File: config.mk
export PLATFORM = sky130hd
export DESIGN_NAME = alu_seq
export DESIGN_NICKNAME = d
export VERILOG_FILES = /design/src/rtl/alu_seq.sv
export SDC_FILE = /design/constraint.sdc
export NUM_CORES = 1
export LEC_CHECK = 0
export CORE_UTILIZATION = 45
export DETAILED_ROUTE_END_ITERATION = 10
export PLACE_DENSITY = 0.85
export SLEW_MARGIN = 20
export SYNTH_ARGS = -nofsm -noshare
export SYNTH_HDL_FRONTEND = slang
export SYNTH_SLANG_ARGS = --single-unit
File: constraint.sdc
create_clock -name clk -period 1.5 [get_ports clk]
set_clock_uncertainty 0.15 [all_clocks]
set_input_delay 0.3 -clock clk [delete_from_list [all_inputs] [get_ports clk]]
set_output_delay 0.3 -clock clk [all_outputs]
set_load 0.01 [all_outputs]
File: src/rtl/alu_seq.sv
// alu_seq -- sequential, handshaked ALU.
//
// Accepts one operation per valid/ready transaction. The result and status
// flags are held in registers and presented on a valid/ready output port.
// Logic, add/sub, shift and compare ops complete in one cycle. MUL
// (shift-add) and DIV (restoring) run iteratively for WIDTH cycles.
//
// Build option:
//   ALU_MULDIV_EN  When defined, the iterative MUL/DIV datapath and the EXEC
//                  state are built. When undefined, op 2 and op 3 complete in
//                  one cycle with result = result_hi = 0 and only the zero
//                  flag set.
//
// Ports:
//   clk        in   rising-edge clock
//   rst_n      in   asynchronous active-low reset
//   in_valid   in   request valid
//   in_ready   out  block is idle and can accept a request
//   op         in   4-bit opcode (0 ADD .. F EQ)
//   operand_a  in   first operand, unsigned
//   operand_b  in   second operand, unsigned
//   out_valid  out  result valid
//   out_ready  in   consumer accepts the result
//   result     out  primary result
//   result_hi  out  MUL high half / DIV remainder / 0
//   flags      out  {dz, ovf, neg, zero, carry}
module alu_seq #(
    parameter int WIDTH = 8
) (
    input  logic             clk,
    input  logic             rst_n,
    input  logic             in_valid,
    output logic             in_ready,
    input  logic [3:0]       op,
    input  logic [WIDTH-1:0] operand_a,
    input  logic [WIDTH-1:0] operand_b,
    output logic             out_valid,
    input  logic             out_ready,
    output logic [WIDTH-1:0] result,
    output logic [WIDTH-1:0] result_hi,
    output logic [4:0]       flags
);

    localparam logic [3:0] OP_ADD  = 4'h0, OP_SUB  = 4'h1, OP_MUL  = 4'h2, OP_DIV  = 4'h3;
    localparam logic [3:0] OP_SHL1 = 4'h4, OP_SHR1 = 4'h5, OP_ROL1 = 4'h6, OP_ROR1 = 4'h7;
    localparam logic [3:0] OP_AND  = 4'h8, OP_OR   = 4'h9, OP_XOR  = 4'hA, OP_NOR  = 4'hB;
    localparam logic [3:0] OP_NAND = 4'hC, OP_XNOR = 4'hD, OP_GT   = 4'hE, OP_EQ   = 4'hF;

    typedef enum logic [1:0] {
        IDLE = 2'd0,
`ifdef ALU_MULDIV_EN
        EXEC = 2'd1,
`endif
        DONE = 2'd2
    } state_t;

    state_t state_q, state_d;

    logic [WIDTH-1:0] result_q, result_hi_q;
    logic [4:0]       flags_q;

    // ------------------------------------------------------------------
    // Single-cycle datapath, evaluated on the live inputs and captured on
    // accept, so later input changes have no effect.
    // ------------------------------------------------------------------
    logic [WIDTH:0]   sum, diff;
    logic [WIDTH-1:0] sc_res, sc_hi;
    logic             sc_carry, sc_ovf, sc_dz;
    logic [4:0]       sc_flags;

    // NOTE: every output of a combinational block gets a default first;
    // a path that leaves one unassigned would infer a latch.
    always_comb begin
        sc_res   = '0;
        sc_hi    = '0;
        sc_carry = 1'b0;
        sc_ovf   = 1'b0;
        sc_dz    = 1'b0;
        sum      = {1'b0, operand_a} + {1'b0, operand_b};
        diff     = {1'b0, operand_a} - {1'b0, operand_b};
        case (op)
            OP_ADD: begin
                sc_res   = sum[WIDTH-1:0];
                sc_carry = sum[WIDTH];
                sc_ovf   = (operand_a[WIDTH-1] == operand_b[WIDTH-1]) &&
                           (sum[WIDTH-1] != operand_a[WIDTH-1]);
            end
            OP_SUB: begin
                sc_res   = diff[WIDTH-1:0];
                sc_carry = diff[WIDTH];           // borrow: a < b
                sc_ovf   = (operand_a[WIDTH-1] != operand_b[WIDTH-1]) &&
                           (diff[WIDTH-1] != operand_a[WIDTH-1]);
            end
            // MUL reaching this path has b == 0 (or no MUL/DIV support):
            // every output stays at its zero default.
            OP_MUL: ;
            OP_DIV: begin
`ifdef ALU_MULDIV_EN
                // Divide by zero: quotient 0, remainder = dividend.
                if (operand_b == '0) begin
                    sc_hi = operand_a;
                    sc_dz = 1'b1;
                end
`endif
            end
            OP_SHL1: begin
                sc_res   = {operand_a[WIDTH-2:0], 1'b0};
                sc_carry = operand_a[WIDTH-1];
            end
            OP_SHR1: begin
                sc_res   = {1'b0, operand_a[WIDTH-1:1]};
                sc_carry = operand_a[0];
            end
            OP_ROL1: sc_res = {operand_a[WIDTH-2:0], operand_a[WIDTH-1]};
            OP_ROR1: sc_res = {operand_a[0], operand_a[WIDTH-1:1]};
            OP_AND:  sc_res = operand_a & operand_b;
            OP_OR:   sc_res = operand_a | operand_b;
            OP_XOR:  sc_res = operand_a ^ operand_b;
            OP_NOR:  sc_res = ~(operand_a | operand_b);
            OP_NAND: sc_res = ~(operand_a & operand_b);
            OP_XNOR: sc_res = ~(operand_a ^ operand_b);
            OP_GT:   sc_res = WIDTH'(operand_a > operand_b);
            OP_EQ:   sc_res = WIDTH'(operand_a == operand_b);
            default: ;
        endcase
    end

    assign sc_flags = {sc_dz, sc_ovf, sc_res[WIDTH-1], (sc_res == '0), sc_carry};

    logic accept;
    assign accept = in_valid && (state_q == IDLE);

`ifdef ALU_MULDIV_EN
    // ------------------------------------------------------------------
    // Iterative MUL/DIV datapath. acc_q/lo_q form a 2*WIDTH shift pair:
    //   MUL: {acc, lo} starts at {0, b}; each step adds a into acc when
    //        lo[0] is set, then shifts the pair right. Ends as {hi, lo} = a*b.
    //   DIV: {acc, lo} starts at {0, a}; each step shifts the pair left and
    //        subtracts b from acc when it fits, shifting the quotient bit
    //        into lo. Ends as {remainder, quotient}.
    // ------------------------------------------------------------------
    localparam int CW = $clog2(WIDTH);
    localparam logic [CW-1:0] LAST = CW'(WIDTH - 1);

    logic [WIDTH-1:0] acc_q, lo_q, dv_q;
    logic [CW-1:0]    cnt_q;
    logic             is_div_q;
    logic             start;

    logic [WIDTH:0]   mul_sum, div_trial;
    logic             div_fit;
    logic [WIDTH-1:0] it_acc, it_lo;

    assign start = accept && ((op == OP_MUL) || (op == OP_DIV)) && (operand_b != '0);

    always_comb begin
        mul_sum   = {1'b0, acc_q} + (lo_q[0] ? {1'b0, dv_q} : '0);
        div_trial = {acc_q, lo_q[WIDTH-1]} - {1'b0, dv_q};
        div_fit   = !div_trial[WIDTH];
        if (is_div_q) begin
            it_acc = div_fit ? div_trial[WIDTH-1:0] : {acc_q[WIDTH-2:0], lo_q[WIDTH-1]};
            it_lo  = {lo_q[WIDTH-2:0], div_fit};
        end else begin
            it_acc = mul_sum[WIDTH:1];
            it_lo  = {mul_sum[0], lo_q[WIDTH-1:1]};
        end
    end

    // NOTE: the working registers are reset too, so a reset mid-operation
    // leaves no stale partial product or remainder behind.
    always_ff @(posedge clk or negedge rst_n) begin
        if (!rst_n) begin
            acc_q    <= '0;
            lo_q     <= '0;
            dv_q     <= '0;
            cnt_q    <= '0;
            is_div_q <= 1'b0;
        end else if (start) begin
            acc_q    <= '0;
            lo_q     <= (op == OP_MUL) ? operand_b : operand_a;
            dv_q     <= (op == OP_MUL) ? operand_a : operand_b;
            cnt_q    <= '0;
            is_div_q <= (op == OP_DIV);
        end else if (state_q == EXEC) begin
            acc_q <= it_acc;
            lo_q  <= it_lo;
            cnt_q <= cnt_q + 1'b1;
        end
    end
`endif

    // ------------------------------------------------------------------
    // Control FSM
    // ------------------------------------------------------------------
    // NOTE: state registers use non-blocking assignments so every flop
    // samples values from before the clock edge.
    always_ff @(posedge clk or negedge rst_n) begin
        if (!rst_n) state_q <= IDLE;
        else        state_q <= state_d;
    end

    always_comb begin
        state_d = state_q;
        case (state_q)
            IDLE: begin
`ifdef ALU_MULDIV_EN
                if (start)       state_d = EXEC;
                else if (accept) state_d = DONE;
`else
                if (accept)      state_d = DONE;
`endif
            end
`ifdef ALU_MULDIV_EN
            EXEC: if (cnt_q == LAST) state_d = DONE;
`endif
            DONE: if (out_ready) state_d = IDLE;
            default: state_d = IDLE;
        endcase
    end

    // Result registers: loaded on a single-cycle accept or on the last
    // iteration, then held until the next operation.
    always_ff @(posedge clk or negedge rst_n) begin
        if (!rst_n) begin
            result_q    <= '0;
            result_hi_q <= '0;
            flags_q     <= '0;
        end else if (accept && (state_d == DONE)) begin
            result_q    <= sc_res;
            result_hi_q <= sc_hi;
            flags_q     <= sc_flags;
        end
`ifdef ALU_MULDIV_EN
        else if ((state_q == EXEC) && (cnt_q == LAST)) begin
            result_q    <= it_lo;
            result_hi_q <= it_acc;
            flags_q     <= {1'b0, !is_div_q && (it_acc != '0), it_lo[WIDTH-1],
                            (it_lo == '0), 1'b0};
        end
`endif
    end

    assign in_ready  = (state_q == IDLE);
    assign out_valid = (state_q == DONE);
    assign result    = result_q;
    assign result_hi = result_hi_q;
    assign flags     = flags_q;

endmodule
run_1/placement_by_type.png
Bar = 20 um. Fill, decap, tap and diode cells in gray.
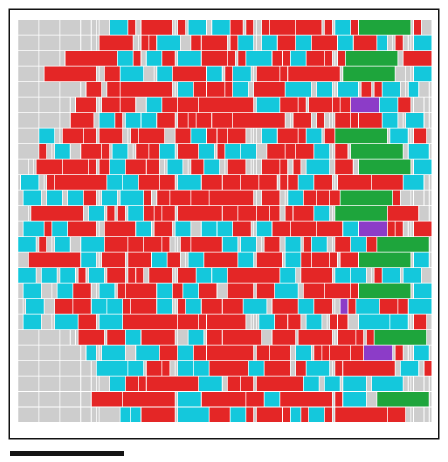
legend:
  cyan:
    class: other buffers and delay cells
    cells: 155
    share_of_their_area: 32%
  red:
    class: combinational and other logic
    cells: 270
    share_of_their_area: 59%
  green:
    class: flops
    cells: 13
    share_of_their_area: 7.9%
  purple:
    class: clock drivers and dummy loads
    cells: 4
    share_of_their_area: 1.1%

run_1/wires.png
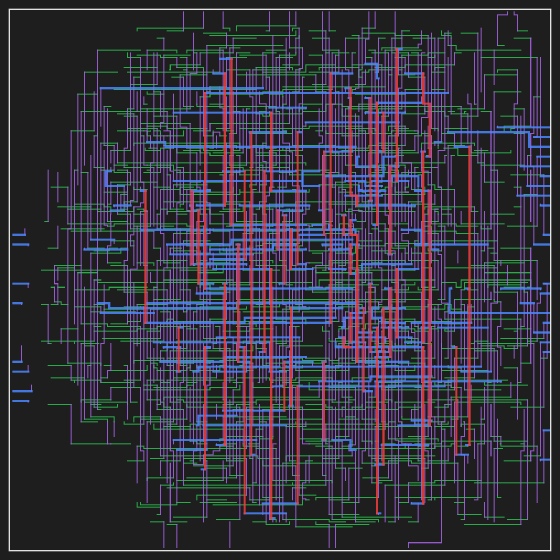
legend:
  green:
    layer: metal 1
    wire_length: 3,550 um
  red:
    layer: metal 4
    wire_length: 809 um
  blue:
    layer: metal 3
    wire_length: 997 um
  purple:
    layer: metal 2
    wire_length: 5,280 um

==> run notes, run 1 <==
This note records the results obtained with Yosys and OpenROAD.

Timing
The slew at the pin closest to its max-slew limit is around 0.53 ns. The final number of setup-violating endpoints is 11. The minimum hold slack is about 0.23 ns.

The post-route fraction of the period consumed by the critical path is 1.63. The relative slew slack is 0.648. The maximum clock rate is between 400 and 500 MHz. Per the final report, max-transition violations number 0. Setup repair after global routing could not meet its margin everywhere. Across all setup checks in the final design, the least slack found is -0.946 ns.

After layout, the minimum clock period comes to between 2 and 2.5 ns.

Cells and area
The total number of nets in the final design is 494. The most common logic cell in the routed design is sky130_fd_sc_hd__buf_4. Per the final layout report, the fraction of cells sized above drive strength 1 comes to 0.536. Leaving out the clock tree, the finished layout contains a buffer count of around 160. By instance count after routing, the leading logic cell types are 95 x sky130_fd_sc_hd__buf_4, 23 x sky130_fd_sc_hd__dlygate4sd2_1, 22 x sky130_fd_sc_hd__nand2_1.

The finished cells cover between 4000 and 5000 um2. The non-clock inverter total of the final layout is 31. The synthesis-to-finish area growth is 73.7%. Measured on the finished design, the core utilization comes to 0.814. The clock buffers instantiated in the layout total 4. The area of the multi-input gates is around 2300 um2. The number of flip-flops in the largest register is 7. The biggest area consumer among cell classes is logic gates.

Logic synthesis
The mux contribution to synthesized area is 0.0696. The number of library cell types mapped by synthesis is 66. The proportion of synthesized chip area in sequential cells is 0.135. The number of flops mapped to enable cells by yosys is 0.

The AND-OR/OR-AND share of the synthesized area is 0.280. Counting flops and latches in the post-synthesis netlist gives 13. The synthesized netlist occupies a cell area of 2410 um2.

The most frequently used cell type in the post-synthesis netlist is sky130_fd_sc_hd__inv_1. Per the Yosys statistics, synthesis produced 303 cells. Yosys attributes the largest share of cell area to sky130_fd_sc_hd__dfrtp_1 14%, sky130_fd_sc_hd__ha_1 13%, sky130_fd_sc_hd__inv_1 4.8%, sky130_fd_sc_hd__mux2i_1 4.2%, sky130_fd_sc_hd__buf_4 4.1%. The post-synthesis simple-gate area fraction is 0.189. The number of instances in the synthesized netlist is roughly 300.

The commonest cells after synthesis are 31 x sky130_fd_sc_hd__inv_1, 25 x sky130_fd_sc_hd__ha_1, 25 x sky130_fd_sc_hd__nand2_1, 20 x sky130_fd_sc_hd__nor2_1, 19 x sky130_fd_sc_hd__a21oi_1. The share of async-settable or async-resettable flops after synthesis is 1.00. The synthesis report names the predominant flop master as sky130_fd_sc_hd__dfrtp_1. The average size of a mapped cell is 7.94 um2.

Power and ir drop
The switching portion of total power comes to 0.412. The reported combinational group power is approximately 1.6 mW. The sum of internal, switching and leakage power is between 2 and 2.5 mW. The clock power share is 0.135.

The static leakage is 1.94 nW. The switching power summed over all nets is 0.963 mW. The power group with the largest share is combinational logic.

The internal power is 1.37 mW. The worst voltage drop across the vdd grid is around 420 uV.

Clocking
The master cell of the clock root buffer is sky130_fd_sc_hd__clkbuf_8. The count of H-tree levels built during CTS is 1. The report lists the number of cells resized after CTS as approximately 140. The hold buffer count at cts is 0.

CTS added clock buffers totalling 3. The number of clock sinks seen by CTS is 13. The clock passes through at most 2 buffers. The skew report gives the latency at the later pin of the worst-skew pair as approximately 0.24 ns.

Global route
The global routing usage on met3 is 0.0375. The largest net degree at the start of global routing is 19. Global routing put the most usage on met2. The number of antenna violations at the first check in global routing is 0. The global routing report lists met2 layer usage as 0.617.

The via count of the first global-routing pass is about 3,000.

Worst setup path
The script reports the combined buffer and inverter count of the critical path as 2. The maximum single-stage delay on the critical path is approximately 0.38 ns. The slack of the worst reg-to-reg path is -0.47 ns. In this run the critical path is formed by buf_8 -> buf_6 -> ha_4 -> fa_2 -> nor3b_4 -> a21oi_2 -> o32a_1 -> o211a_1 -> nand2_1 -> nand4b_1 -> o41ai_2. By startpoint and endpoint, the worst setup path is classified as input port to register.

The report puts the cell count of the worst reg-to-reg path at 7. In this run the number of cells on the critical path is 11. The critical path maximum fanout is 3. The endpoint arrival time on the critical path is ~2.4 ns. Grouping stages by cell kind, the critical path spends the most delay in AND-OR/OR-AND gates.

Floorplanning
The core footprint is 5140 um2. The die covers between 5000 and 6000 um2.

Route
Before antenna repair, the detailed router went through 6 iterations. Signal nets in the final route climb as high as met4. Using the TritonRoute via totals, the vias-per-cell ratio works out to between 6 and 7.

The average routed wire per standard cell is ~21 um. After the first detailed-routing iteration, the DRC count stood at 288. For this block, wires on met1 add up to approximately 3500 um.

Wire segments on met2 add up to between 5000 and 6000 um in the final route.

Outcome
The flow ran to the end, but the final reports show violations. The final reports fail on setup timing.

Flow run
Per the run summary, max-cap violations total 0. The count of warning messages emitted by the tools is about 46.

Worst hold path
Note that the worst hold path type here is input port to asynchronous set/reset pin.

Placement
The wire-length estimate of the detail-placed layout is roughly 6400 um.
run_1/layer_met1.png
Supply wires on this layer in gray.
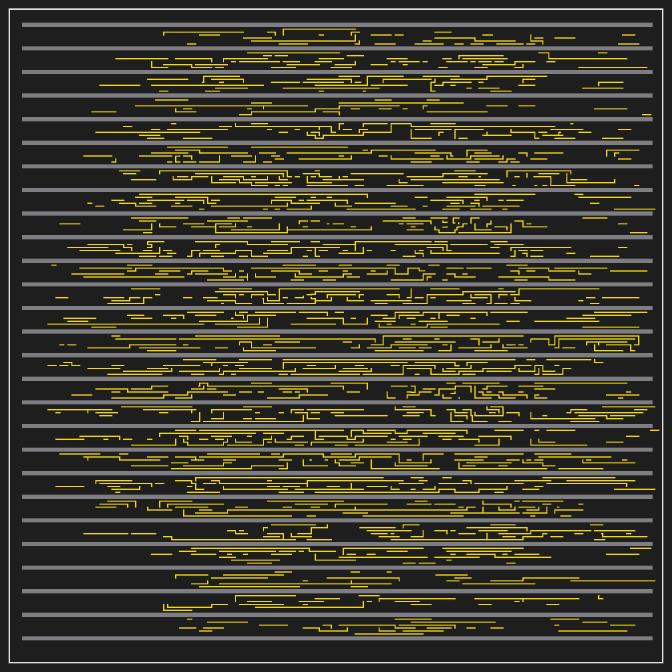
wire length on this layer: 3,550 um
share of all routed wire: 33%
nets with wire on the layer: 441
main direction: horizontal
longest straight run: 27.6 um
met1 Usage GRT: 0.342
sum of routed wire length over all layers: 10,600 um
via total after detailed routing: 3,239

run_1/placement.png
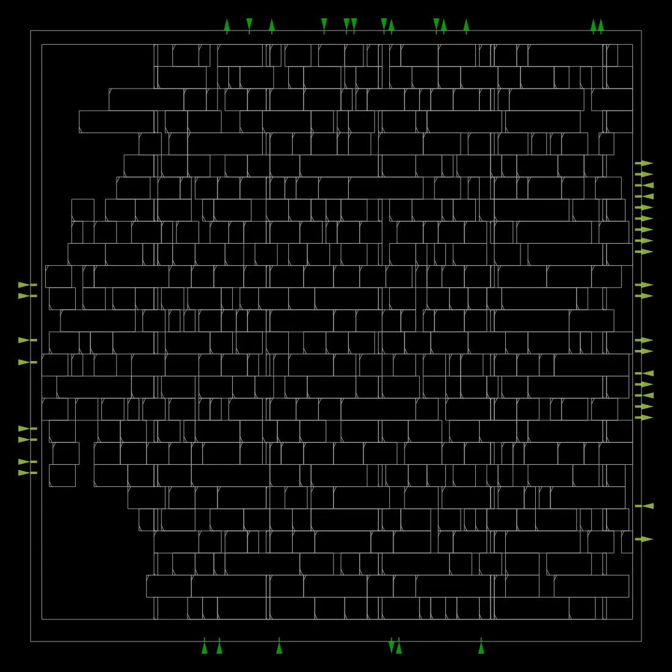
final std cells w/o fill: 512
number of sequential storage elements: 13
fill count: 290
tapcell count: 70
sequential share of cell area: 0.0778

run_1/metal_density.png
The die is cut into 15 by 15 equal tiles; black is low, pale yellow is high, scaled to the fullest tile. Values are wire area over tile area, all layers added.
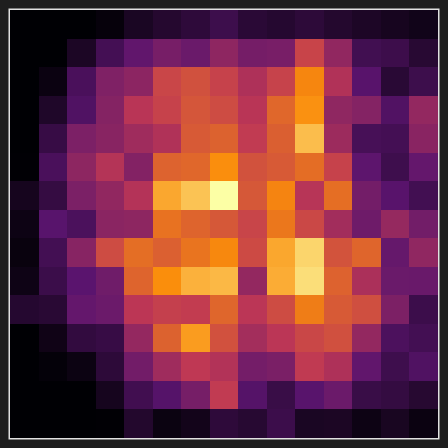

==> run 1 -> run 2 <==
--- a/config.mk
+++ b/config.mk
@@ -5,9 +5,11 @@
 export SDC_FILE = /design/constraint.sdc
 export NUM_CORES = 1
 export LEC_CHECK = 0
-export CORE_UTILIZATION = 45
+export CELL_PAD_IN_SITES_DETAIL_PLACEMENT = 1
+export CELL_PAD_IN_SITES_GLOBAL_PLACEMENT = 2
+export CORE_UTILIZATION = 28
 export DETAILED_ROUTE_END_ITERATION = 10
-export PLACE_DENSITY = 0.85
+export PLACE_DENSITY = 0.89
 export SLEW_MARGIN = 20
 export SYNTH_ARGS = -nofsm -noshare
 export SYNTH_HDL_FRONTEND = slang
run_2/metal_density.png
The die is cut into 19 by 19 equal tiles; black is low, pale yellow is high, scaled to the fullest tile. Values are wire area over tile area, all layers added.
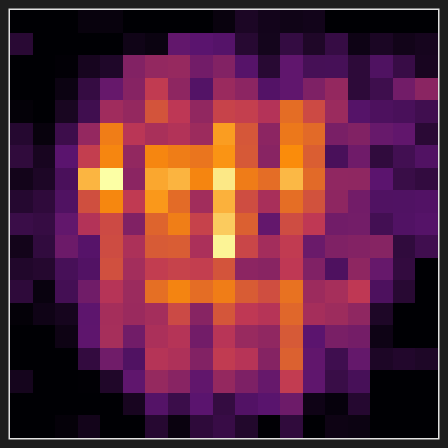
emptiest ninth of the die: lower left
tiles over half the peak: 21%
fullest tile: 0.68
mean over tiles: 0.20
nearly empty tiles: 17%
densest ninth of the die: center
post-DR wirelength/cell: 19.9 um
gr usage total: 0.248
via total after detailed routing: 3,019
sum of routed wire length over all layers: 11,100 um

==> run 2 against run 1 <==
The flow still finishes with violations (setup timing). Global-route usage down 7.3 points. Routed wire length is 4.9% higher. Clock-buffer cell count unchanged. Sequential cell count stayed put. Synthesized area unchanged. Worst setup slack improved by 0.11 ns. Register-to-register slack gained 0.17 ns. Critical path type unchanged. Highest routed layer unchanged.
==> run notes, run 2 <==
This note records the results obtained with Yosys and OpenROAD.

Route
The number of violations reported at the end of detailed-routing iteration 0 is 163 (was 288). The number of detailed-route iterations in the first pass was 4 (was 6). The post-detailed-route count of antenna-violating nets is 0 (unchanged).

The remaining design rule violation count is 0 (unchanged). The vias per cell is 5.38 (was 6.33). The highest layer used for signal routing is met4 (unchanged). The wire length on met1 is 4330 um (was 3550 um). The met2 wire length is 5990 um (was 5280 um). The met3 wire length is 429 um (was 997 um).

Worst setup path
The critical path capture point was flags[1] (unchanged). The capture point of the worst reg-to-reg path is flags[1] (unchanged). The highest-delay cell along the critical path is sky130_fd_sc_hd__fa_2 (unchanged). The class of the most critical setup path was input port to register (unchanged). The maximum single-stage delay on the critical path is 0.38 ns (about the same). The slack of the worst reg-to-reg path is -0.30 ns (was -0.47 ns). The required time at the endpoint of the critical path came to 1.49 ns (was 1.50 ns). The reg-to-reg critical path startpoint is state_q[1] (unchanged). The maximum fanout along the worst path is 3 (unchanged). The endpoint arrival time on the critical path is 2.32 ns (was 2.44 ns). The top cell family by delay on the critical path is AND-OR/OR-AND gates (unchanged). Cell chain of the critical path: buf_8 -> clkinvlp_4 -> buf_6 -> fa_2 -> nor2b_2 -> o211ai_1 -> a31oi_1 -> o221ai_2 -> a21oi_2 -> nand4b_1 -> o41ai_2 (was buf_8 -> buf_6 -> ha_4 -> fa_2 -> nor3b_4 -> a21oi_2 -> o32a_1 -> o211a_1 -> nand2_1 -> nand4b_1 -> o41ai_2). The start point of the critical path is operand_a[1] (was operand_b[0]). The number of cells on the worst reg-to-reg path was 7 (unchanged). The critical path endpoint category is a register (unchanged).

The logic depth of the worst setup path including buffers is 11 (unchanged). The critical path buffer and inverter count is 3 (was 2).

Logic synthesis
The number of synthesis warnings was 0 (unchanged). The average size of a mapped cell is 7.94 um2 (unchanged). The number of flip-flops and latches in the synthesized netlist is 13 (unchanged). The number of library cell types mapped by synthesis is 66 (unchanged).

The proportion of synthesized chip area in sequential cells is 0.135 (unchanged). Most numerous cell types in the synthesized netlist: 31 x sky130_fd_sc_hd__inv_1, 25 x sky130_fd_sc_hd__ha_1, 25 x sky130_fd_sc_hd__nand2_1, 20 x sky130_fd_sc_hd__nor2_1, 19 x sky130_fd_sc_hd__a21oi_1 (unchanged). The main logic family after synthesis is AND-OR/OR-AND gates (unchanged).

The post-synthesis simple-gate area fraction is 0.189 (unchanged). The area figure in the yosys stat output came to 2410 um2 (unchanged). Ranking of synthesized cells by area: sky130_fd_sc_hd__dfrtp_1 14%, sky130_fd_sc_hd__ha_1 13%, sky130_fd_sc_hd__inv_1 4.8%, sky130_fd_sc_hd__mux2i_1 4.2%, sky130_fd_sc_hd__buf_4 4.1% (unchanged). The share of async-settable or async-resettable flops after synthesis is 1.00 (unchanged). The prevailing post-synth register cell is sky130_fd_sc_hd__dfrtp_1 (unchanged).

The area share of fa/ha/maj cells after synthesis was 0.147 (unchanged). The AND-OR/OR-AND share of the synthesized area is 0.280 (unchanged). The number of instances in the synthesized netlist was 303 (unchanged). The most frequently used cell type in the post-synthesis netlist is sky130_fd_sc_hd__inv_1 (unchanged).

The mux contribution to synthesized area is 0.0696 (unchanged). The post-synthesis instance area is 2410 um2 (unchanged). The share of the synthesized area in the top cell type is 0.135 (unchanged). The number of flops mapped to enable cells by yosys was 0 (unchanged). The number of cells in the yosys synthesis report is 303 (unchanged).

Global route
The via count of the first global-routing pass is 3,385 (was 3,011). The first-pass GRT wire length was 17,300 um (was 13,700 um). The most heavily used metal layer in global routing is met2 (unchanged). The largest net degree at the start of global routing came to 19 (unchanged). The global routing usage on met1 came to 0.269 (was 0.342). The number of antenna violations at the first check in global routing was 0 (unchanged). The global routing met2 resource utilization was 0.468 (was 0.617).

The global routing usage on met3 was 0.0306 (was 0.0375).

Cells and area
The number of flip-flops in the largest register was 7 (unchanged). Most frequent cells in the layout: 113 x sky130_fd_sc_hd__buf_4, 21 x sky130_fd_sc_hd__nand2_1, 17 x sky130_fd_sc_hd__buf_6 (was 95 x sky130_fd_sc_hd__buf_4, 23 x sky130_fd_sc_hd__dlygate4sd2_1, 22 x sky130_fd_sc_hd__nand2_1). The count of placed standard cells in the final layout, fillers left out is 561 (was 512).

The clock buffer instance count of the final layout was 4 (unchanged). The total number of nets in the final design is 508 (was 494). The combinational share of cell area is 0.528 (was 0.548).

The biggest area consumer among cell classes is logic gates (unchanged). The non-clock inverter total of the final layout is 31 (unchanged). The fill cell instance count of the final layout is 957 (was 290). The register area came to 325 um2 (unchanged). The non-clock buffer total of the final layout is 169 (was 155). The synthesis-to-finish area growth is 80.2% (was 73.7%). The final core utilization is 0.525 (was 0.814). The area of the multi-input gates is 2290 um2 (about the same).

The number of logic gates is 239 (unchanged). The post-layout instance area is 4340 um2 (was 4180 um2). The most common logic cell in the routed design is sky130_fd_sc_hd__buf_4 (unchanged).

The number of flip-flops and latches was 13 (unchanged). The fraction of layout instances using a drive strength above 1 was 0.564 (was 0.536). The flop share of the area is 0.0750 (was 0.0778). The proportion of final cell area spent on non-clock buffers is 0.326 (was 0.312).

Placement
The total instance count after detailed placement is 527 (was 484). The pre-CTS setup slack is -1.57 ns (was -1.50 ns). The detailed placement HPWL is 7140 um (was 6370 um). The routability congestion estimate from global placement is 0.983 (was 1.01). The post-place instance area is 3550 um2 (was 3420 um2).

Clocking
The buffer count from post-CTS setup fixing came to 27 (was 21). The post-cts gate resize count came to 176 (was 137). The number of buffers created by CTS is 3 (unchanged). The number of clock sinks seen by CTS is 13 (unchanged). The count of H-tree levels built during CTS is 1 (unchanged). The master cell of the clock root buffer is sky130_fd_sc_hd__clkbuf_8 (unchanged). The hold buffer count at cts is 0 (unchanged). The deepest clock path buffer count is 2 (unchanged). The clock latency of the later-clocked register in the worst-skew pair was 0.24 ns (about the same).

Power and ir drop
The reported combinational group power is 1.59 mW (was 1.56 mW). The power attributed to the clock group is 0.302 mW (was 0.315 mW). The switching share of total power is 0.402 (was 0.412).

The static leakage is 1.99 nW (was 1.94 nW). The sum of internal, switching and leakage power is 2.35 mW (was 2.34 mW). The worst voltage drop across the vdd grid is 281 uV (was 424 uV). The clock power share came to 0.128 (was 0.135).

The switching power summed over all nets is 0.945 mW (was 0.963 mW). The part of the power in combinational logic is 0.678 (was 0.668). The power group with the largest share was combinational logic (unchanged).

The internal power is 1.40 mW (was 1.37 mW).

Worst hold path
The path type of the worst min-delay path is input port to asynchronous set/reset pin (unchanged).

Flow run
The count of warning messages emitted by the tools was 46 (unchanged). The reported max-cap violation count was 0 (unchanged).

Timing
The post-route fraction of the period consumed by the critical path is 1.55 (was 1.63). The minimum clock period came to 2.33 ns (was 2.45 ns). The max-slew violation count is 0 (unchanged). The maximum clock rate came to 429 MHz (was 409 MHz). RSZ-0062 raised after global routing: yes (unchanged). The setup slack of the critical path after layout was -0.831 ns (was -0.946 ns). The final number of setup-violating endpoints is 11 (unchanged). The final-report hold violation count is 0 (unchanged). The minimum hold slack came to 0.214 ns (was 0.234 ns).

Floorplanning
The total die area came to 8970 um2 (was 5650 um2). The core footprint is 8260 um2 (was 5140 um2). The site row count is 33 (was 26). The starting utilization of the core area is 0.292 (was 0.468). The count of inserted tapcells is 105 (was 70). The I/O pin count is 47 (unchanged).

Outcome
Failing checks: setup timing (unchanged). Result of the run: finished with violations (unchanged).
run_2/wires.png
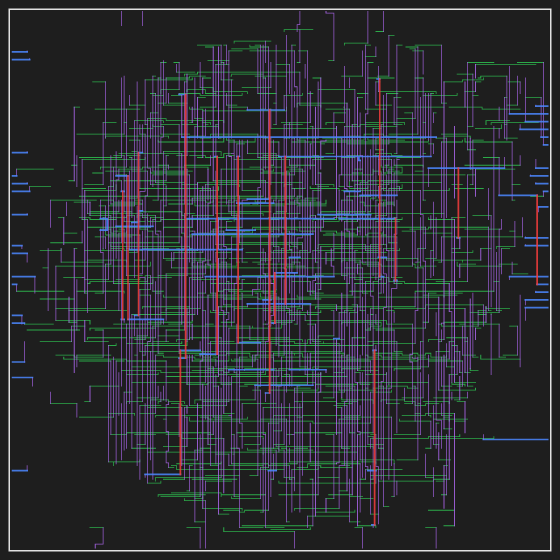
legend:
  purple:
    layer: metal 2
    wire_length: 5,990 um
  blue:
    layer: metal 3
    wire_length: 429 um
  red:
    layer: metal 4
    wire_length: 400 um
  green:
    layer: metal 1
    wire_length: 4,330 um

Power is estimated from default activity; no workload was simulated.
